==> images/power_grid.png <==
Scale bar: 20 um. Pins as bars on the die edge. Tap cells in grey.
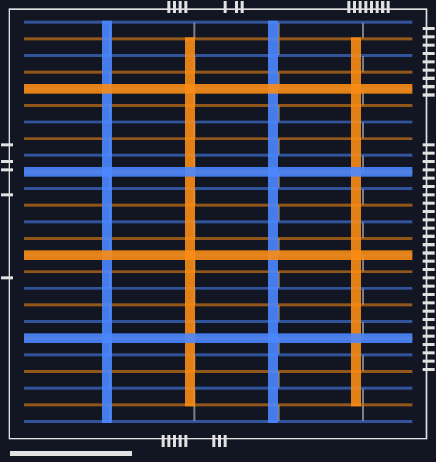
==> images/placement_by_type.png <==
Scale bar: 20 um.
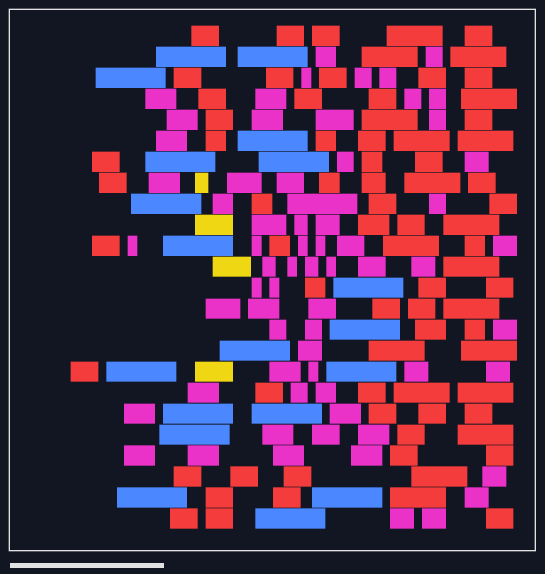
==> images/clk_routes.png <==
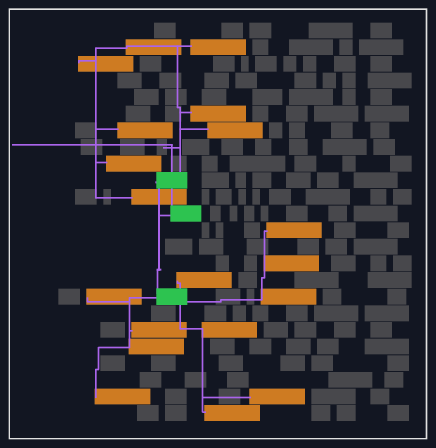
==> images/wires.png <==
Scale bar: 20 um. Only two layers are drawn.
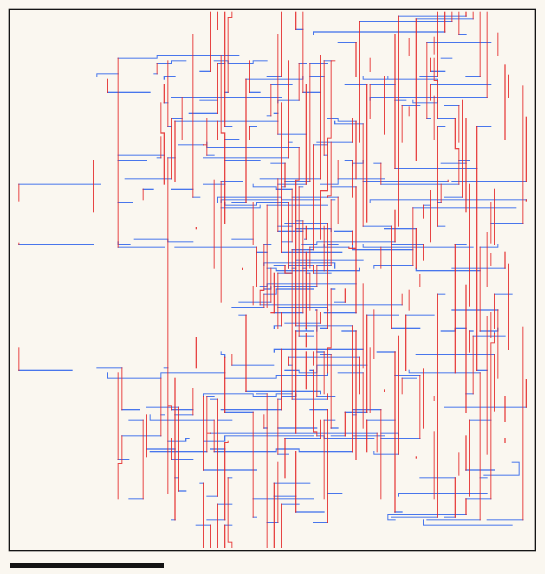
[src/rtl/instr_fetch_pkg.sv]
// Shared types and opcode decode for the instruction fetch unit.
package instr_fetch_pkg;

  typedef enum logic [1:0] {
    StIdle,
    StFetch1,
    StFetch2,
    StHold
  } state_e;

  localparam logic [3:0] OpRd  = 4'b0101;
  localparam logic [3:0] OpWr  = 4'b0110;
  localparam logic [3:0] OpBr  = 4'b0111;
  localparam logic [3:0] OpBrz = 4'b1000;

  // Opcodes that carry an operand in the following memory word.
  function automatic logic is_two_word(input logic [3:0] opcode);
    return opcode inside {OpRd, OpWr, OpBr, OpBrz};
  endfunction

endpackage

[src/rtl/instr_fetch_if.sv]
// Bundle of PC, instruction-memory, decoder and branch signals around the fetch unit.
interface instr_fetch_if #(
  parameter int unsigned word_size = 8
) ();

  logic [word_size-1:0] pc_count;
  logic                 inc_pc;
  logic                 load_pc;
  logic [word_size-1:0] pc_data;
  logic                 mem_req;
  logic [word_size-1:0] mem_addr;
  logic                 mem_ack;
  logic [word_size-1:0] mem_rdata;
  logic [word_size-1:0] ir;
  logic [word_size-1:0] operand;
  logic                 ir_valid;
  logic                 ir_ready;
  logic                 redirect;
  logic [word_size-1:0] redirect_addr;

  modport master (
    input  pc_count, mem_ack, mem_rdata, ir_ready, redirect, redirect_addr,
    output inc_pc, load_pc, pc_data, mem_req, mem_addr, ir, operand, ir_valid
  );

  modport slave (
    output pc_count, mem_ack, mem_rdata, ir_ready, redirect, redirect_addr,
    input  inc_pc, load_pc, pc_data, mem_req, mem_addr, ir, operand, ir_valid
  );

endinterface

[src/rtl/instr_fetch.sv]
// Instruction fetch FSM: reads one- or two-word instructions from memory and
// holds them for the decoder; a branch redirect reloads the PC and restarts fetch.
module instr_fetch
  import instr_fetch_pkg::*;
#(
  parameter int unsigned word_size = 8
) (
  input logic              clk,
  input logic              rst,
  instr_fetch_if.master    bus
);

  state_e               state_q;
  logic [word_size-1:0] ir_q;
  logic [word_size-1:0] operand_q;
  logic                 ir_valid_q;

  logic active;
  logic fetching;
  logic mem_req;
  logic ack_fire;
  logic load_pc;

  assign active   = (state_q != StIdle);
  assign fetching = (state_q == StFetch1) || (state_q == StFetch2);
  // Redirect suppresses the request so a same-cycle ack can never be captured.
  assign mem_req  = fetching && !bus.redirect;
  assign ack_fire = mem_req && bus.mem_ack;
  assign load_pc  = active && bus.redirect;

  assign bus.mem_req  = mem_req;
  assign bus.mem_addr = mem_req ? bus.pc_count : '0;
  assign bus.inc_pc   = ack_fire;
  assign bus.load_pc  = load_pc;
  assign bus.pc_data  = load_pc ? bus.redirect_addr : '0;
  assign bus.ir       = ir_q;
  assign bus.operand  = operand_q;
  assign bus.ir_valid = ir_valid_q;

  always_ff @(posedge clk or posedge rst) begin
    if (rst) begin
      state_q    <= StIdle;
      ir_q       <= '0;
      operand_q  <= '0;
      ir_valid_q <= 1'b0;
    end else begin
      unique case (state_q)
        StIdle: begin
          state_q <= StFetch1;
        end
        StFetch1: begin
          if (bus.redirect) begin
            state_q <= StFetch1;
          end else if (ack_fire) begin
            ir_q <= bus.mem_rdata;
            if (is_two_word(bus.mem_rdata[word_size-1 -: 4])) begin
              state_q <= StFetch2;
            end else begin
              state_q    <= StHold;
              ir_valid_q <= 1'b1;
            end
          end
        end
        StFetch2: begin
          if (bus.redirect) begin
            state_q <= StFetch1;
          end else if (ack_fire) begin
            operand_q  <= bus.mem_rdata;
            state_q    <= StHold;
            ir_valid_q <= 1'b1;
          end
        end
        StHold: begin
          if (bus.redirect || bus.ir_ready) begin
            state_q    <= StFetch1;
            ir_valid_q <= 1'b0;
          end
        end
        default: begin
          state_q    <= StIdle;
          ir_valid_q <= 1'b0;
        end
      endcase
    end
  end

endmodule

[src/flat_wrapper.sv]
// flat-port wrapper written by rule: the top's interface ports become plain ports
module instr_fetch_flat import instr_fetch_pkg::*;
#(
  parameter int unsigned word_size = 8
)
  (clk, rst, bus_pc_count, bus_mem_ack, bus_mem_rdata, bus_ir_ready, bus_redirect, bus_redirect_addr, bus_inc_pc, bus_load_pc, bus_pc_data, bus_mem_req, bus_mem_addr, bus_ir, bus_operand, bus_ir_valid);
  instr_fetch_if #(.word_size(word_size)) bus_i ();
  input logic clk;
  input logic rst;
  input wire logic [$bits(bus_i.pc_count)-1:0] bus_pc_count;
  input wire logic [$bits(bus_i.mem_ack)-1:0] bus_mem_ack;
  input wire logic [$bits(bus_i.mem_rdata)-1:0] bus_mem_rdata;
  input wire logic [$bits(bus_i.ir_ready)-1:0] bus_ir_ready;
  input wire logic [$bits(bus_i.redirect)-1:0] bus_redirect;
  input wire logic [$bits(bus_i.redirect_addr)-1:0] bus_redirect_addr;
  output wire logic [$bits(bus_i.inc_pc)-1:0] bus_inc_pc;
  output wire logic [$bits(bus_i.load_pc)-1:0] bus_load_pc;
  output wire logic [$bits(bus_i.pc_data)-1:0] bus_pc_data;
  output wire logic [$bits(bus_i.mem_req)-1:0] bus_mem_req;
  output wire logic [$bits(bus_i.mem_addr)-1:0] bus_mem_addr;
  output wire logic [$bits(bus_i.ir)-1:0] bus_ir;
  output wire logic [$bits(bus_i.operand)-1:0] bus_operand;
  output wire logic [$bits(bus_i.ir_valid)-1:0] bus_ir_valid;
  assign bus_i.pc_count = bus_pc_count;
  assign bus_i.mem_ack = bus_mem_ack;
  assign bus_i.mem_rdata = bus_mem_rdata;
  assign bus_i.ir_ready = bus_ir_ready;
  assign bus_i.redirect = bus_redirect;
  assign bus_i.redirect_addr = bus_redirect_addr;
  assign bus_inc_pc = bus_i.inc_pc;
  assign bus_load_pc = bus_i.load_pc;
  assign bus_pc_data = bus_i.pc_data;
  assign bus_mem_req = bus_i.mem_req;
  assign bus_mem_addr = bus_i.mem_addr;
  assign bus_ir = bus_i.ir;
  assign bus_operand = bus_i.operand;
  assign bus_ir_valid = bus_i.ir_valid;
  instr_fetch #(.word_size(word_size)) u_core (.clk(clk), .rst(rst), .bus(bus_i));
endmodule
[config.mk]
export PLATFORM = sky130hd
export DESIGN_NAME = instr_fetch_flat
export DESIGN_NICKNAME = d
export VERILOG_FILES = /design/src/rtl/instr_fetch_pkg.sv /design/src/rtl/instr_fetch_if.sv /design/src/rtl/instr_fetch.sv /design/src/flat_wrapper.sv
export SDC_FILE = /design/constraint.sdc
export NUM_CORES = 1
export LEC_CHECK = 0
export CAP_MARGIN = 10
export CELL_PAD_IN_SITES_DETAIL_PLACEMENT = 1
export CELL_PAD_IN_SITES_GLOBAL_PLACEMENT = 1
export CORE_AREA = 2 2 66 68
export CTS_CLUSTER_SIZE = 20
export DETAILED_ROUTE_END_ITERATION = 8
export DIE_AREA = 0 0 68 70
export PLACE_DENSITY = 0.77
export SETUP_SLACK_MARGIN = 0.2
export SLEW_MARGIN = 15
export SYNTH_ARGS = -nofsm -noshare
export SYNTH_HDL_FRONTEND = slang
export SYNTH_SLANG_ARGS = --single-unit
export TNS_END_PERCENT = 5
[constraint.sdc]
create_clock -name clk -period 2.39 [get_ports clk]
set_clock_uncertainty 0.2 [all_clocks]
set_input_delay 0.478 -clock clk [delete_from_list [all_inputs] [get_ports clk]]
set_output_delay 0.478 -clock clk [all_outputs]
set_load 0.05 [all_outputs]
==> impl_metrics.json <==
{
  "status": "completed",
  "p_int_mw": 1.58,
  "ios": 65,
  "port_buffers": 64,
  "vdd_drop_max_mv": 0.493,
  "setup-tns-final_ns": 0,
  "dominant_cells": "buffers",
  "fillCellCount": 446,
  "antenna_found_initial": 0,
  "ys.warnings.count": 0,
  "power_density_nw_per_um2": 1450,
  "clock_power_share": 0.073,
  "synthXorXnorAreaFrac": 0,
  "seq_cells": 19,
  "rows": 24,
  "grt_pass1_vias": 1090,
  "fin_cells": 216,
  "rr_worst_depth": 8,
  "timing.rr.end": "u_core.bus.operand[3]",
  "rsz0062_at_grt": "yes",
  "worst-path-stages": 6,
  "wl_mm": 3.56,
  "place_area_sq_um": 1930,
  "clk-insertion-delay-late_ns": 0.25,
  "cts-root-buf": "clkbuf_8",
  "fmax_mhz": 442,
  "cts_tree": "done",
  "relSlewSlack": 0.511,
  "grt_max_degree": 20,
  "met3_usage": 0.0483,
  "p_sw_frac": 0.476,
  "buffer_area_frac": 0.444,
  "fin_crit_sh": 0.947,
  "layout.clock_buffers": 3,
  "sh_seq_area": 0.229,
  "p_comb_frac": 0.739,
  "cpPeakStageDelay_ns": 0.38,
  "power.switching_mw": 1.43,
  "yosys_area_sq_um": 1000,
  "worstSetupEndpoint": "bus_mem_addr[3]",
  "fp_nets": 120,
  "hold_violations": 0,
  "stdcell_area_sq_um": 2070,
  "fin_ws_ns": 0.126,
  "worst_pin_slew_ns": 0.733,
  "fin_hold_ws_ns": 0.308,
  "simple_gate_share": 0.203,
  "crit_family": "flip-flops",
  "tap-cell-count": 52,
  "r2r-start": "u_core.state_q[0]",
  "power_clock_mw": 0.220,
  "drive_gt1_frac": 0.415,
  "dp_slack_ns": 0.0453,
  "seq_power_share": 0.188,
  "crit_type": "reg2out",
  "dp_hpwl_mm": 2.79,
  "required_ns": 1.71
}
Notes on power_grid.png above:
orange -> VDD
blue -> VSS
met5 straps = 4
rows = 24
met1 rails = 25
signal pins = 65
met4 straps = 4

Notes on placement_by_type.png above:
blue -> sequential cells  # cells 19, share of their area 24%
red -> remaining buffers and delay cells  # cells 75, share of their area 46%
magenta -> combinational and other logic  # cells 66, share of their area 28%
yellow -> clock drivers and dummy loads  # cells 4, share of their area 2.3%

Notes on clk_routes.png above:
green -> clock drivers  # count 3
orange -> flip-flops  # count 19
purple -> clock wires  # length 246 um
routed clock nets = 4

Notes on wires.png above:
blue -> metal 1  # wire length 1270 um
red -> metal 2  # wire length 1890 um
via count: 970
wire length per cell: 16.5 um
total global-route track usage: 0.150

-- cells in the final DEF, fill, tap and decap left out, drive strengths merged, types with 2 or more instances in the layout --
cell type | synthesis | layout
and2 | 18 | 18
buf | 0 | 30
clkbuf | 2 | 3
clkdlybuf4s50 | 0 | 44
dfrtp | 19 | 19
ha | 4 | 4
inv | 4 | 4
mux2 | 17 | 17
nand2 | 2 | 2
nand3 | 2 | 2
nand3b | 2 | 2
nor2 | 4 | 4
nor2b | 2 | 2
o21ai | 2 | 2
-- timing repair --
item,CTS,global route
buffers inserted,2,4
gates cloned,1,0
endpoints found under the setup margin,22,21
resized,10,11
hold endpoints to repair,0,0
pin swaps,0,2
-- routing by layer --
layer	part of all wire	vias to the layer above
met4	0.0039	0
met5	0	-
met1	0.36	472
met3	0.11	3
li1	-	450
met2	0.53	45
